--- src/rtl/jtdsp16_rom_arb.sv ---
// ---------------------------------------------------------------------------
// jtdsp16_rom_arb
//
// Purpose:
//   Arbitrates the single external program ROM port between instruction
//   fetches (XAAU program counter) and table reads (pt pointer). Table reads
//   win when both are pending. A one-entry line cache holds the most recently
//   fetched instruction word, so a repeated fetch to the same address is
//   answered without touching the external ROM. Each external access is
//   bounded by a wait counter. When the counter expires, the requester
//   receives 16'hFFFF and a sticky timeout flag is raised.
//
// Ports:
//   clk, rst_n              - clock and asynchronous active-low reset
//   fetch_req/fetch_addr    - level fetch request, held until fetch_valid
//   table_req/table_addr    - level table request, held until table_valid
//   flush                   - invalidates the fetch line cache
//   ext_addr/ext_cs         - external ROM address and access strobe
//   ext_data/ext_ok         - external ROM data and data-valid handshake
//   fetch_data/fetch_valid  - fetched word and its one-cycle valid pulse
//   table_data/table_valid  - table word and its one-cycle valid pulse
//   stall                   - core clock-enable inhibit while any request waits
//   tout_err                - sticky timeout flag, cleared only by reset
// ---------------------------------------------------------------------------
module jtdsp16_rom_arb #(
  parameter int TOUT = 15
) (
  input  logic        clk,
  input  logic        rst_n,
  input  logic        fetch_req,
  input  logic [15:0] fetch_addr,
  input  logic        table_req,
  input  logic [15:0] table_addr,
  input  logic        flush,
  output logic [15:0] ext_addr,
  output logic        ext_cs,
  input  logic [15:0] ext_data,
  input  logic        ext_ok,
  output logic [15:0] fetch_data,
  output logic        fetch_valid,
  output logic [15:0] table_data,
  output logic        table_valid,
  output logic        stall,
  output logic        tout_err
);

  typedef enum logic [1:0] {IDLE, FETCH, TABLE, DONE} state_t;

  // The last waiting cycle has count TOUT-1. The access therefore ends after
  // exactly TOUT cycles with ext_cs high.
  localparam logic [15:0] TOUT_LAST = 16'(TOUT - 1);

  state_t      state_q, state_d;
  logic        ext_cs_q, ext_cs_d;
  logic [15:0] ext_addr_q, ext_addr_d;
  logic [15:0] fetch_data_q, fetch_data_d;
  logic        fetch_valid_q, fetch_valid_d;
  logic [15:0] table_data_q, table_data_d;
  logic        table_valid_q, table_valid_d;
  logic        tout_err_q, tout_err_d;
  logic        line_valid_q, line_valid_d;
  logic [15:0] line_tag_q, line_tag_d;
  logic [15:0] line_data_q, line_data_d;
  logic [15:0] wait_cnt_q, wait_cnt_d;

  logic fetch_pend;
  logic table_pend;
  logic cache_hit;

  // A request whose valid pulse is currently visible counts as served. The
  // requester drops it on this edge, so the request must not be accepted a
  // second time.
  assign fetch_pend = fetch_req & ~fetch_valid_q;
  assign table_pend = table_req & ~table_valid_q;

  // A lookup made in the same cycle as a flush counts as a miss.
  assign cache_hit = line_valid_q & (line_tag_q == fetch_addr) & ~flush;

  always_comb begin
    state_d       = state_q;
    ext_cs_d      = ext_cs_q;
    ext_addr_d    = ext_addr_q;
    fetch_data_d  = fetch_data_q;
    fetch_valid_d = 1'b0;
    table_data_d  = table_data_q;
    table_valid_d = 1'b0;
    tout_err_d    = tout_err_q;
    line_valid_d  = line_valid_q;
    line_tag_d    = line_tag_q;
    line_data_d   = line_data_q;
    wait_cnt_d    = wait_cnt_q;

    case (state_q)
      IDLE: begin
        if (table_pend) begin
          state_d    = TABLE;
          ext_cs_d   = 1'b1;
          ext_addr_d = table_addr;
          wait_cnt_d = 16'd0;
        end else if (fetch_pend) begin
          if (cache_hit) begin
            fetch_valid_d = 1'b1;
            fetch_data_d  = line_data_q;
          end else begin
            state_d    = FETCH;
            ext_cs_d   = 1'b1;
            ext_addr_d = fetch_addr;
            wait_cnt_d = 16'd0;
          end
        end
      end

      FETCH, TABLE: begin
        wait_cnt_d = wait_cnt_q + 16'd1;
        if (ext_ok) begin
          state_d  = DONE;
          ext_cs_d = 1'b0;
          if (state_q == FETCH) begin
            fetch_data_d  = ext_data;
            fetch_valid_d = 1'b1;
            line_valid_d  = 1'b1;
            line_tag_d    = ext_addr_q;
            line_data_d   = ext_data;
          end else begin
            table_data_d  = ext_data;
            table_valid_d = 1'b1;
          end
        end else if (wait_cnt_q == TOUT_LAST) begin
          state_d    = DONE;
          ext_cs_d   = 1'b0;
          tout_err_d = 1'b1;
          if (state_q == FETCH) begin
            fetch_data_d  = 16'hFFFF;
            fetch_valid_d = 1'b1;
          end else begin
            table_data_d  = 16'hFFFF;
            table_valid_d = 1'b1;
          end
        end
      end

      DONE: begin
        state_d = IDLE;
      end

      default: begin
        state_d  = IDLE;
        ext_cs_d = 1'b0;
      end
    endcase

    // A flush overrides a line fill made on the same edge.
    if (flush) begin
      line_valid_d = 1'b0;
    end
  end

  always_ff @(posedge clk or negedge rst_n) begin
    if (!rst_n) begin
      state_q       <= IDLE;
      ext_cs_q      <= 1'b0;
      ext_addr_q    <= 16'd0;
      fetch_data_q  <= 16'd0;
      fetch_valid_q <= 1'b0;
      table_data_q  <= 16'd0;
      table_valid_q <= 1'b0;
      tout_err_q    <= 1'b0;
      line_valid_q  <= 1'b0;
      line_tag_q    <= 16'd0;
      line_data_q   <= 16'd0;
      wait_cnt_q    <= 16'd0;
    end else begin
      state_q       <= state_d;
      ext_cs_q      <= ext_cs_d;
      ext_addr_q    <= ext_addr_d;
      fetch_data_q  <= fetch_data_d;
      fetch_valid_q <= fetch_valid_d;
      table_data_q  <= table_data_d;
      table_valid_q <= table_valid_d;
      tout_err_q    <= tout_err_d;
      line_valid_q  <= line_valid_d;
      line_tag_q    <= line_tag_d;
      line_data_q   <= line_data_d;
      wait_cnt_q    <= wait_cnt_d;
    end
  end

  assign ext_cs      = ext_cs_q;
  assign ext_addr    = ext_addr_q;
  assign fetch_data  = fetch_data_q;
  assign fetch_valid = fetch_valid_q;
  assign table_data  = table_data_q;
  assign table_valid = table_valid_q;
  assign tout_err    = tout_err_q;
  assign stall       = (fetch_req & ~fetch_valid_q) | (table_req & ~table_valid_q);

endmodule

--- config.mk ---
export PLATFORM = sky130hd
export DESIGN_NAME = jtdsp16_rom_arb
export DESIGN_NICKNAME = d
export VERILOG_FILES = /design/src/rtl/jtdsp16_rom_arb.sv
export SDC_FILE = /design/constraint.sdc
export NUM_CORES = 1
export LEC_CHECK = 0
export CORE_MARGIN = 4
export CORE_UTILIZATION = 50
export CTS_BUF_LIST = sky130_fd_sc_hd__clkbuf_8
export DETAILED_ROUTE_END_ITERATION = 6
export PLACE_DENSITY = 0.8
export SLEW_MARGIN = 20
export SYNTH_ARGS = -nofsm -noshare
export SYNTH_HDL_FRONTEND = slang
export SYNTH_SLANG_ARGS = --single-unit
--- constraint.sdc ---
create_clock -name clk -period 5.57 [get_ports clk]
set_input_delay 1.114 -clock clk [delete_from_list [all_inputs] [get_ports clk]]
set_output_delay 1.114 -clock clk [all_outputs]
set_load 0.03 [all_outputs]
==> reports/metrics.csv, run 1 <==
stage,metric,value,unit
outcome,outcome,finished clean,
synth,YS chip area,4910,um^2
power,combinational power share,0.534,
cts,Post-CTS Hold Buffers,0,
flow_run,max cap viols,0,
routing,starting DRC count in detailed routing,135,
final_timing,TNS Setup,0,ps
synth,Top logic family,simple AND/OR/NAND/NOR gates,
critical_path,worst reg2reg endpoint,fetch_data[11]$_DFFE_PN0P_,
routing,DR pass1 iterations,4,
synth,"top cells, area","dfrtp_1, mux2_2, a21oi_1, nor2_1, mux2i_1",
routing,Detail Route Antenna Nets,0,
synth,Post-synth ARST share,1.00,
power,sequential share of power,0.347,
grt,GRT Util Overall,0.200,
final_timing,final critical-path required period,4040,ps
cells_and_area,share of cells above drive strength 1,0.150,
worst_hold_path,hold depth,1,
synth,"Avg Cell Area, Syn",10.7,um^2
routing,DRC viols,0,
floorplanning,Die ar.,11500,um^2
cts,Root Driver,clkbuf_8,
final_timing,final tally of setup violations,0,
worst_hold_path,Hold EP,tout_err$_DFFE_PN0P_,
worst_hold_path,min-delay worst type,reg2reg,
synth,synthesized instance count,457,
floorplanning,Placeable Area,9420,um^2
critical_path,critical path endpoint,stall,
critical_path,Worst setup SP type,primary input,
synth,aoi share,0.0790,
synth,Yosys top cell by area,dfrtp_1,
placed_design,number of port buffers,106,
cts,Resized cells post-CTS,0,
floorplanning,Site Rows,35,
floorplanning,DIE WIDTH,107,um
critical_path,worst-path maximum fanout,20,
synth,most common cell in the netlist,dfrtp_1,
synth,MUX share of area,0.157,
grt,grt ovf,0,
cts,total setup buffers inserted after CTS,0,
final_timing,period utilisation layout,0.725,
critical_path,CP endpoint kind,output port,
synth,number of enable flip-flop cells,0,
cts,Clock transition at path regs,100,ps
grt,antenna violations before repair,0,
routing,routed len/inst,15.9,um
floorplanning,Die H,107,um
synth,post-synthesis cell area,4910,um^2
synth,count of cell types in the netlist,41,
-- run 1: cell families after synthesis --
logic type               count (synthesis)
AND/OR/NAND/NOR                        163
buffers and inverters                   32
XOR/XNOR                                16
AND-OR/OR-AND                           69
flip-flops                             103
adder cells (fa/ha/maj)                  7
multiplexers                            67
-- run 1: metal layers --
layer / vias to the layer above / track usage / share of wire
met4: 0 / 0.0493 / 0.011
li1: 1786 / - / -
met2: 90 / 0.341 / 0.51
met3: 12 / 0.0590 / 0.063
met5: - / 0 / 0
met1: 1807 / 0.249 / 0.42
-- run 1: cell type report --
| cell class | count | area (um^2) |
|---|---|---|
| Timing Repair Buffer | 112 | 1100 |
| Inverter | 8 | 30.0 |
| Sequential cell | 103 | 2580 |
| Multi-Input combinational cell | 322 | 2190 |
| Clock inverter | 6 | 45.0 |
| Fill cell | 717 | 3170 |
| Clock buffer | 10 | 138 |
| Tap cell | 129 | 161 |
-- run 1: through the flow --
stage          power [uW]  worst slack (ps)  area, um^2
5_1_grt              3980              1430        6240
6_report             3740              1530        6240
2_1_floorplan        2680              2610        4910
3_5_place_dp         3320              1550        6060
3_3_place_gp         3240              1580        6060
4_1_cts              3770              1540        6240
-- run 1: state kept, by name, indices dropped and copies added (netlist names), 2 cells and up --
| signal | count |
|---|---|
| ext_addr | 16 |
| fetch_data | 16 |
| line_data_q | 16 |
| line_tag_q | 16 |
| state_q | 2 |
| table_data | 16 |
| wait_cnt_q | 16 |
-- run 1: power by group through the flow --
stage | clock [uW] | combinational (uW) | sequential [uW]
after global routing | 487 | 2160 | 1340
after global placement | 0 | 1950 | 1290
after CTS | 451 | 2020 | 1300
after detailed placement | 0 | 2010 | 1310
final | 444 | 2000 | 1300
after floorplan | 0 | 1060 | 1620
==> run_1/clock_nets.png <==
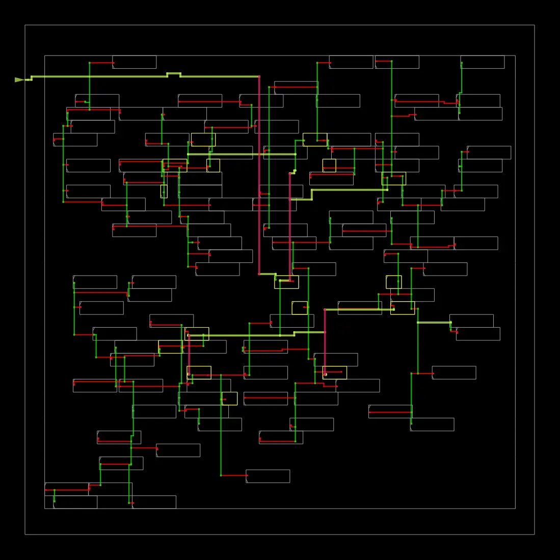
clk_skew: 15.8 ps
number of sequential cells: 103
CTS Buf Count: 9
worst skew pair latency: 370 ps

==> run_1/clock_wires.png <==
(4 px per um)
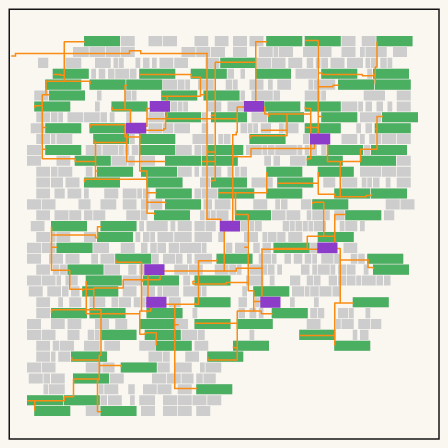
- green: flip-flops (count 103)
- orange: clock wires (length 1,240 um)
- purple: clock-net drivers (count 9)
- flops lie: all over the die
- routed clock nets: 10
Clk pwr share: 0.119
clock-net power: 444 uW

==> run_1/m2.png <==
(4 px per um)
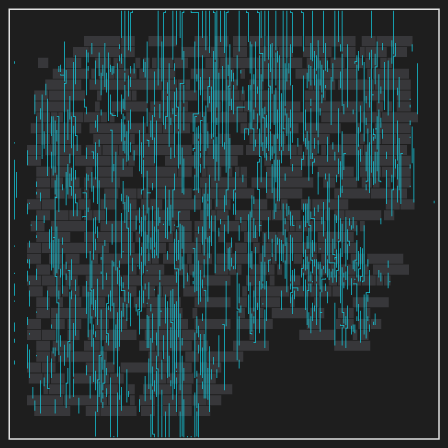
- longest straight run: 39.9 um
- nets with wire on the layer: 529
- share of all routed wire: 51%
- wire length on this layer: 5,580 um

==> run_1/class_map.png <==
(3 px per um) Fill, decap, tap and diode cells in grey.
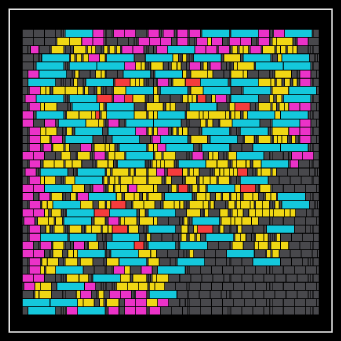

## Run 2: what changed since run 1
- CORE_UTILIZATION: 50 -> 47
- PLACE_DENSITY: 0.8 -> 0.79
- clock period: 5.57 -> 3.4 ns (I/O delays scaled with it)
==> run_2/class_map.png <==
(3 px per um) Fill, decap, tap and diode cells in grey.
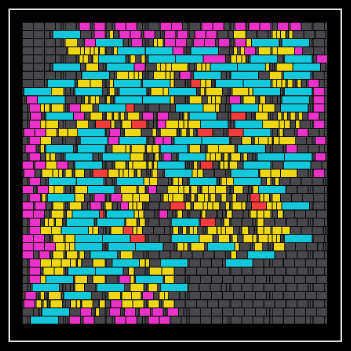
- cyan: sequential cells (cells 103; share of their area 42%)
- yellow: remaining logic cells (cells 330; share of their area 36%)
- magenta: remaining buffers and delay cells (cells 114; share of their area 19%)
- red: clock drivers and dummy loads (cells 16; share of their area 3.1%)
sequential cell area share: 0.410
Placeable Area: 10,200 um^2
Core Util, Final: 0.614

==> reports/metrics.csv, run 2 <==
stage,metric,value,unit,change
cells_and_area,register area,2580,um^2,unchanged
synth,post-synthesis cell area,4910,um^2,unchanged
synth,number of enable flip-flop cells,0,,unchanged
grt,antenna violations before repair,0,,unchanged
final_timing,TNS Setup,0,ps,unchanged
worst_hold_path,min-delay worst type,in2async,,was reg2reg
cells_and_area,filler cell count,845,,was 717
cts,Post-CTS Hold Buffers,0,,unchanged
final_timing,final critical-path required period,2970,ps,
routing,DRC viols,0,,unchanged
placed_design,number of port buffers,106,,unchanged
routing,WL met3,636,um,was 695 um
critical_path,worst-path maximum fanout,5,,was 20
synth,YS chip area,4910,um^2,unchanged
synth,MUX share of area,0.157,,unchanged
cts,CTS Buf Count,9,,unchanged
critical_path,worst reg2reg endpoint,fetch_data[6]$_DFFE_PN0P_,,was fetch_data[11]$_DFFE_PN0P_
final_timing,period utilisation layout,0.874,,
grt,met1 Usage GRT,0.233,,was 0.249
synth,"Avg Cell Area, Syn",10.7,um^2,unchanged
grt,GRT Util Overall,0.185,,was 0.200
routing,Met2 Routed Length,5300,um,was 5580 um
power,Clk pwr share,0.119,,about the same
grt,M2 GR Usage,0.310,,was 0.341
critical_path,Worst setup SP type,primary input,,unchanged
critical_path,CP endpoint kind,output port,,unchanged
power,sequential share of power,0.347,,about the same
routing,DR pass1 iterations,5,,was 4
cts,total setup buffers inserted after CTS,0,,unchanged
grt,grt ovf,0,,unchanged
routing,starting DRC count in detailed routing,119,,was 135
synth,Post-synth ARST share,1.00,,unchanged
cells_and_area,design area,6280,um^2,was 6240 um^2
synth,"top cells, area","dfrtp_1, mux2_2, a21oi_1, nor2_1, mux2i_1",,unchanged
routing,routed len/inst,15.2,um,was 15.9 um
final_timing,final tally of setup violations,0,,unchanged
synth,most common cell in the netlist,dfrtp_1,,unchanged
cts,worst skew pair latency,360,ps,was 370 ps
synth,aoi share,0.0790,,unchanged
cells_and_area,Comb area,2190,um^2,unchanged
grt,M3 GR Usage,0.0536,,was 0.0590
cells_and_area,share of cells above drive strength 1,0.153,,was 0.150
cts,Clock transition at path regs,100,ps,about the same
synth,synthesized instance count,457,,unchanged
synth,count of cell types in the netlist,41,,unchanged
outcome,outcome,finished clean,,unchanged
floorplanning,Site Rows,37,,was 35
synth,Yosys top cell by area,dfrtp_1,,unchanged
grt,Top Usage Layer GRT,met2,,unchanged
==> run_2/clock_wires.png <==
(4 px per um)
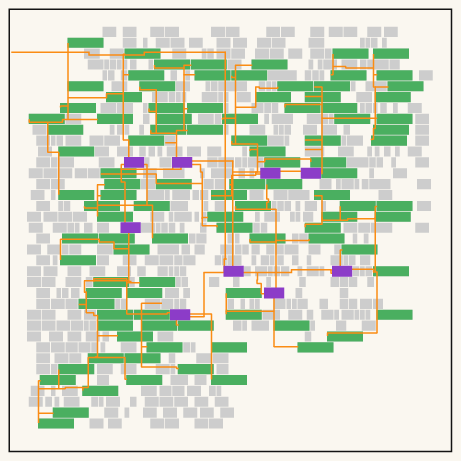
- purple: clock-net drivers (count 9)
- orange: clock wires (length 1,160 um)
- green: flip-flops (count 103)
- flops lie: all over the die
- routed clock nets: 10
clock-net power: 733 uW
clk_skew: 13.0 ps

==> run 2: power by group through the flow <==
stage                     Sequential (uW)  Clock (uW)  Combinational, uW
after floorplan                      2650           0               1740
after global routing                 2190         801               3560
final                                2130         733               3270
after CTS                            2130         753               3310
after global placement               2120           0               3190
after detailed placement             2150           0               3300
==> run 2: worst max path at each step <==
stage | endpoint | startpoint | slack [ps]
2_1_floorplan | fetch_data[10]$_DFFE_PN0P_ | fetch_addr[10] | 880
3_3_place_gp | fetch_data[9]$_DFFE_PN0P_ | fetch_addr[15] | 290
3_5_place_dp | fetch_data[3]$_DFFE_PN0P_ | fetch_addr[15] | 260
4_1_cts | stall | table_req | 420
5_1_grt | stall | table_req | 360
6_report | stall | table_req | 430
==> run 2: kinds of logic (layout without fill, tap and decap cells) <==
kind of cell / count (synthesis) / in the layout
DFF: 103 / 103
and+or+nand+nor: 163 / 163
muxes: 67 / 67
buffers and inverters: 32 / 138
adders and majority gates: 7 / 7
xor gates and xnor gates: 16 / 16
AOI/OAI and AO/OA: 69 / 69
==> run 2: cell type report <==
cell class                      count  area share
Clock buffer                       10      0.0219
Clock inverter                      6     0.00777
Inverter                            8     0.00478
Multi-Input combinational cell    322       0.348
Sequential cell                   103       0.410
Tap cell                          136      0.0271
Timing Repair Buffer              114       0.180
==> run 2: through the flow <==
stage	instances	utilization	hold slack [ps]	power (uW)	setup WS, ps
final	699	0.614	319	6130	429
after global routing	699	0.614	350	6550	360
after CTS	699	0.614	336	6190	419
after detailed placement	683	0.596	466	5450	259
after global placement	683	0.596	473	5320	293
after floorplan	457	-	384	4390	877
==> run 2: worst register-to-register path: stages (launching register included) <==
cell and delay [ps]:
dfrtp_1 400, xor2_1 170, nor4_2 360, nand2_1 140, or3_1 390, a211o_1 270, buf_4 230, mux2_4 330
Power is estimated from default activity; no workload was simulated.
